==> config.mk <==
export PLATFORM = sky130hd
export DESIGN_NAME = matrix_mul_seq_ctrl
export DESIGN_NICKNAME = d
export VERILOG_FILES = /design/src/rtl/matrix_mul_seq_ctrl.sv
export SDC_FILE = /design/constraint.sdc
export NUM_CORES = 1
export LEC_CHECK = 0
export ABC_AREA = 1
export CORE_UTILIZATION = 60
export DETAILED_ROUTE_END_ITERATION = 10
export PLACE_DENSITY = 0.77
export SLEW_MARGIN = 10
export SYNTH_ARGS = -nofsm -noshare
export SYNTH_HDL_FRONTEND = slang
export SYNTH_SLANG_ARGS = --single-unit
export TNS_END_PERCENT = 30
==> constraint.sdc <==
create_clock -name clk -period 12.7 [get_ports clk]
set_input_delay 1.905 -clock clk [delete_from_list [all_inputs] [get_ports clk]]
set_output_delay 1.905 -clock clk [all_outputs]
set_load 0.02 [all_outputs]
==> src/rtl/matrix_mul_seq_ctrl.sv <==
// Sequential NxN unsigned matrix multiplier: serial load of A then B, N^3 cycles
// on one shared MAC, then a row-major result stream with valid/ready handshakes.
module matrix_mul_seq_ctrl #(
  parameter int N  = 4,
  parameter int DW = 4,
  parameter int OW = 16
) (
  input  logic                 clk,
  input  logic                 rst,
  input  logic                 in_valid,
  output logic                 in_ready,
  input  logic [DW-1:0]        in_data,
  output logic                 out_valid,
  input  logic                 out_ready,
  output logic [OW-1:0]        out_data,
  output logic [$clog2(N)-1:0] out_row,
  output logic [$clog2(N)-1:0] out_col,
  output logic                 busy,
  output logic                 done
);

  localparam int AW = $clog2(N);
  localparam int NN = N * N;
  localparam int IW = $clog2(NN);
  localparam int LW = $clog2(2 * NN);

  localparam logic [AW-1:0] IDX_LAST = AW'(N - 1);
  localparam logic [LW-1:0] P_LAST   = LW'(2 * NN - 1);
  localparam logic [LW-1:0] P_B      = LW'(NN);

  typedef enum logic [1:0] {
    LOAD,
    COMPUTE,
    DRAIN
  } state_e;

  state_e        state_q, state_d;
  logic [LW-1:0] p_q, p_d;
  logic [AW-1:0] i_q, i_d;
  logic [AW-1:0] j_q, j_d;
  logic [AW-1:0] k_q, k_d;
  logic [OW-1:0] acc_q, acc_d;
  logic          done_q, done_d;

  logic [DW-1:0] a_q [NN];
  logic [DW-1:0] b_q [NN];
  logic [OW-1:0] y_q [NN];

  logic          a_we, b_we, y_we;
  logic [IW-1:0] a_waddr, b_waddr;
  logic [IW-1:0] a_raddr, b_raddr, y_addr;
  logic [OW-1:0] prod;
  logic          beat;

  // i/j double as the output row/column during DRAIN, so one address serves
  // both the Y write in COMPUTE and the Y read in DRAIN.
  assign a_raddr = IW'(i_q) * IW'(N) + IW'(k_q);
  assign b_raddr = IW'(k_q) * IW'(N) + IW'(j_q);
  assign y_addr  = IW'(i_q) * IW'(N) + IW'(j_q);
  assign a_waddr = IW'(p_q);
  assign b_waddr = IW'(p_q - P_B);
  assign prod    = OW'(a_q[a_raddr]) * OW'(b_q[b_raddr]);

  assign in_ready  = (state_q == LOAD);
  assign out_valid = (state_q == DRAIN);
  assign busy      = (state_q != LOAD);
  assign done      = done_q;
  assign beat      = in_valid && in_ready;
  assign out_data  = out_valid ? y_q[y_addr] : '0;
  assign out_row   = out_valid ? i_q : '0;
  assign out_col   = out_valid ? j_q : '0;

  always_comb begin
    // NOTE: every signal gets a default before the case so no path leaves one
    // unassigned, which would otherwise infer a latch.
    state_d = state_q;
    p_d     = p_q;
    i_d     = i_q;
    j_d     = j_q;
    k_d     = k_q;
    acc_d   = acc_q;
    done_d  = 1'b0;
    a_we    = 1'b0;
    b_we    = 1'b0;
    y_we    = 1'b0;

    unique case (state_q)
      LOAD: begin
        if (beat) begin
          a_we = (p_q < P_B);
          b_we = (p_q >= P_B);
          if (p_q == P_LAST) begin
            p_d     = '0;
            state_d = COMPUTE;
          end else begin
            p_d = p_q + 1'b1;
          end
        end
      end

      COMPUTE: begin
        acc_d = ((k_q == '0) ? '0 : acc_q) + prod;
        if (k_q == IDX_LAST) begin
          y_we = 1'b1;
          k_d  = '0;
          if (j_q == IDX_LAST) begin
            j_d = '0;
            if (i_q == IDX_LAST) begin
              i_d     = '0;
              state_d = DRAIN;
            end else begin
              i_d = i_q + 1'b1;
            end
          end else begin
            j_d = j_q + 1'b1;
          end
        end else begin
          k_d = k_q + 1'b1;
        end
      end

      DRAIN: begin
        if (out_ready) begin
          if (j_q == IDX_LAST) begin
            j_d = '0;
            if (i_q == IDX_LAST) begin
              i_d     = '0;
              done_d  = 1'b1;
              state_d = LOAD;
            end else begin
              i_d = i_q + 1'b1;
            end
          end else begin
            j_d = j_q + 1'b1;
          end
        end
      end

      default: state_d = LOAD;
    endcase
  end

  // NOTE: state uses non-blocking assignments so every flop samples the
  // pre-edge values, independent of statement order.
  always_ff @(posedge clk) begin
    if (rst) begin
      state_q <= LOAD;
      p_q     <= '0;
      i_q     <= '0;
      j_q     <= '0;
      k_q     <= '0;
      acc_q   <= '0;
      done_q  <= 1'b0;
    end else begin
      state_q <= state_d;
      p_q     <= p_d;
      i_q     <= i_d;
      j_q     <= j_d;
      k_q     <= k_d;
      acc_q   <= acc_d;
      done_q  <= done_d;
    end
  end

  // NOTE: the matrix stores carry no reset; every entry is rewritten before it
  // is read, so resetting them would only cost reset fan-out.
  always_ff @(posedge clk) begin
    if (a_we) a_q[a_waddr] <= in_data;
    if (b_we) b_q[b_waddr] <= in_data;
    if (y_we) y_q[y_addr]  <= acc_d;
  end

endmodule
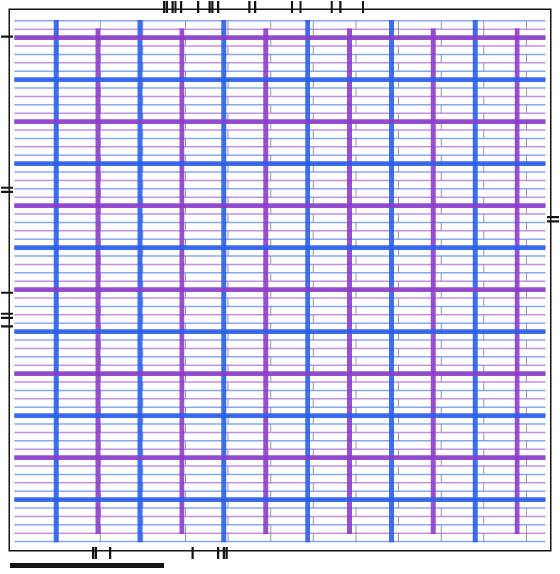
Fig. 1. Floorplan with the power grid.
The bar under the picture is 50 um long. Pins as bars on the die edge. Tap cells in grey.
[VSS] blue
[VDD] purple
rows: 62
signal pins: 32
met5 straps: 12

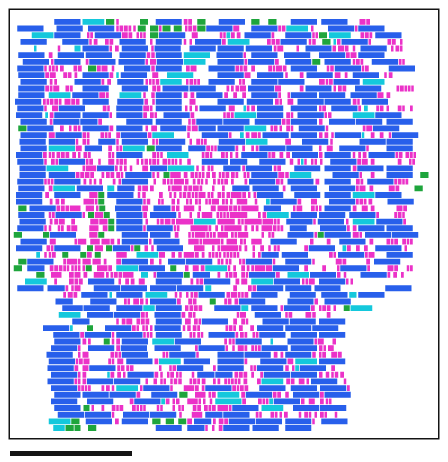
Fig. 2. Placement by cell class.
The bar under the picture is 50 um long.
[registers] blue | cells: 414 | share of their area: 63%
[clock drivers and dummy loads] cyan | cells: 74 | share of their area: 6.9%
[remaining logic cells] magenta | cells: 1081 | share of their area: 28%
[remaining buffers and delay cells] green | cells: 57 | share of their area: 2.6%
core area: 29010 um^2
Final Cell Area: 19850 um^2

==> GITHUB_STEP_SUMMARY <==
### Flow metrics

| Metric | Value |
|---|---|
| Die area | `30580 um^2` |
| Clk_lat worst skew | `0.53 ns` |
| First-pass GRT wire length | `65000 um` |
| Dominant flop cell | `edfxtp_1` |
| Initial antenna violation count | `0` |
| Num CTS Buffers | `41` |
| Post-CTS setup buffer count | `0` |
| Crit path time final | `6.034 ns` |
| Fin nets | `1645` |
| DRC viols | `0` |
| Antenna cells | `0` |
| Headroom to the max-slew limit | `0.1405` |
| Pwr Density | `137.5 nW/um^2` |
| Syn_nets | `1636` |
| Sequential power share | `0.542` |
| Starting density of the core | `0.6179` |
| Clk buf depth | `3` |
| Final WL | `41140 um` |
| Port bufs | `31` |
| Post-synth ARST share | `0` |
| WP data arrival | `4.13 ns` |
| Starting DRC count in detailed routing | `1631` |
| Root buffer cell | `clkbuf_16` |
| Ratio of cells with drive above 1 in the final layout | `0.07196` |
| ANT nets after route | `0` |
| Vias in the first global route | `11760` |
| DR vias | `12140` |
| Hold_ws | `0.4895 ns` |
| Vias per Instance | `6.038` |
| FF-to-FF End | `y_q[9][15]$_DFFE_PP_` |
| Die height | `174.9 um` |
| Register share after synthesis | `0.6767` |
| Final std cells w/o fill | `2010` |
| Leak | `6.908 nW` |
| DP Wirelength | `23100 um` |
| Reg2Reg Setup Slack | `6.69 ns` |
| WP data required | `10.80 ns` |
| GPL Wtd Cong | `0.8937` |
| Slew Viols, Final | `0` |
| Synthesis Warnings | `0` |
| Clock-pin slew on the worst setup and hold paths | `0.06 ns` |
| Post-synth EDFFs | `384` |
| Skew final | `0.01904 ns` |
| Most common library cells after synthesis | `384 x edfxtp_1, 337 x nor2_1, 161 x o21ai_0, 124 x nand2_1, 101 x inv_1` |
| Switch share | `0.1937` |
| Most numerous cell in the Yosys netlist | `edfxtp_1` |
| Total net switching power | `0.5284 mW` |
| Final setup viols | `0` |
| Die extent in x | `174.9 um` |
| Fillers | `2034` |
| Final setup TNS | `0 ns` |
| WHS Path Cells | `2` |
| Avg WL per Cell | `20.47 um` |
| Area added between synthesis and finish | `10.71%` |
| Synthesized flop and latch total | `414` |
| Min-delay worst type | `reg2reg` |
| Run status | `complete, no violations` |
| Cells after synthesis | `1586` |
| Total GRT Usage | `0.2787` |
| Top cells, area | `edfxtp_1 64%, nor2_1 7.1%, o21ai_0 4.5%` |
| YS chip area | `17930 um^2` |
| Htree depth | `2` |
| Core Rows | `62` |
| Reg2Reg Launch Point | `j_q[0]$_SDFFE_PP0P_` |
| IO Pins | `32` |
| CTS tree | `built` |
| Final Hold Violation Tally | `0` |
| Synth area leader | `edfxtp_1` |
| GR Overflow Total | `0` |
| Comb pwr share | `0.018` |
| Hold path start | `acc_q[4]$_SDFF_PP0_` |
| Hold EP | `acc_q[4]$_SDFF_PP0_` |
| Max cap viols | `0` |
| Tool warning count | `36` |
| DR pass1 iterations | `6` |
| Mapped Avg Cell Area | `11.30 um^2` |
| Hold buffers post-CTS | `0` |
| Clock Sinks | `414` |
| Fmax | `0.1657 GHz` |
| Worst-case vdd ir drop | `0.00009692 V` |
| Synth Cell Area | `17930 um^2` |
| Critical Path Fanout Max | `91` |
| Worst r2r path cells | `21` |
| Yosys cell count | `1586` |
| RSZ-0062 raised after global routing | `no` |
| Synth cell types | `31` |
| Cells resized by post-CTS repair | `0` |
| Clk pwr share | `0.440` |
| Top-area cell share | `0.6432` |
| Worst setup path category | `reg2out` |
| Slew @ Worst Pin | `1.285 ns` |
| Dpl cells | `1936` |
| Startpoint Class | `flop` |
| Internal | `2.200 mW` |
| Final period util | `0.4751` |
| Crit end category | `output port` |
| Largest net degree at the start of global routing | `92` |
[cell usage in the layout, fill, tap and decap left out, types with 33 or more instances in the layout]
cell type | synthesis | final
nor2_1 | 337 | 332
nand2_1 | 124 | 124
o211ai_1 | 75 | 75
o21ai_1 | 41 | 41
inv_1 | 101 | 100
ha_1 | 33 | 33
nand3_1 | 98 | 98
edfxtp_1 | 384 | 384
clkbuf_16 | 0 | 41
a21oi_1 | 59 | 59
o21ai_0 | 161 | 161
[stage by stage]
step                utilization  setup WS (ns)  power (mW)  area (um^2)
floorplan                     -          8.552       1.539        17930
global placement         0.6379          6.888       1.556        18510
global route             0.6841          6.255       2.790        19850
finish                   0.6841          6.666       2.729        19850
detailed placement       0.6379          6.826       1.557        18510
CTS                      0.6841          6.711       2.732        19850
[how the worst max path moves through the flow]
stage                   startpoint                     to  slack, ns  depth (start not counted)
2_1_floorplan  j_q[0]$_SDFFE_PP0P_   y_q[0][13]$_DFFE_PP_       8.55                         19
3_3_place_gp   j_q[0]$_SDFFE_PP0P_  y_q[12][15]$_DFFE_PP_       6.89                         21
3_5_place_dp   j_q[0]$_SDFFE_PP0P_  y_q[12][15]$_DFFE_PP_       6.83                         21
4_1_cts        j_q[0]$_SDFFE_PP0P_            out_data[3]       6.71                          7
5_1_grt        j_q[0]$_SDFFE_PP0P_   y_q[9][15]$_DFFE_PP_       6.26                         21
6_report       j_q[0]$_SDFFE_PP0P_            out_data[3]       6.67                          7
[worst max-delay path: stages (launching register included)]
cell and delay (ns):
dfxtp_4 0.52, inv_4 0.53, buf_4 0.83, o21ai_0 0.27, o211ai_1 0.16, nand3_1 0.10, a21oi_1 0.39, clkdlybuf4s50_1 0.73
[power by group through the flow]
stage,registers (mW),logic [mW],clock network (mW)
after floorplan,1.51,0.0309,0
after global placement,1.51,0.0483,0
after detailed placement,1.51,0.0493,0
after CTS,1.48,0.0497,1.20
after global routing,1.48,0.0572,1.25
final,1.48,0.0502,1.20
[routing by layer]
layer,wire length [um],global-route usage
met5,0,0
met4,1156,0.1014
met3,3945,0.03394
met2,19150,0.4408
met1,16890,0.4016
[area by class of cell]
type                            count  area, um^2  area share
Clock buffer                       47        1069     0.05384
Clock inverter                     27       271.5     0.01368
Inverter                          106       400.4     0.02017
Multi-Input combinational cell    975        4982      0.2510
Sequential cell                   414       12140      0.6116
Tap cell                          384       480.5     0.02421
Timing Repair Buffer               57       505.5     0.02547
[registers in the layout (all words and copies together) (netlist names)]
name,count
i_q,2
acc_q,16
a_q,64
p_q,5
y_q,256
b_q,64
done,1
j_q,2
k_q,2
state_q,2
[kinds of logic after synthesis]
family                   after synthesis  share of synthesized area
AND-OR/OR-AND                        339                     0.1055
AND/OR/NAND/NOR                      592                     0.1340
adder cells (fa/ha/maj)               42                    0.03308
buffers and inverters                197                    0.04976
XOR/XNOR                               2                  0.0009772
flip-flops                           414                     0.6767
Power and IR drop assume default switching activity.
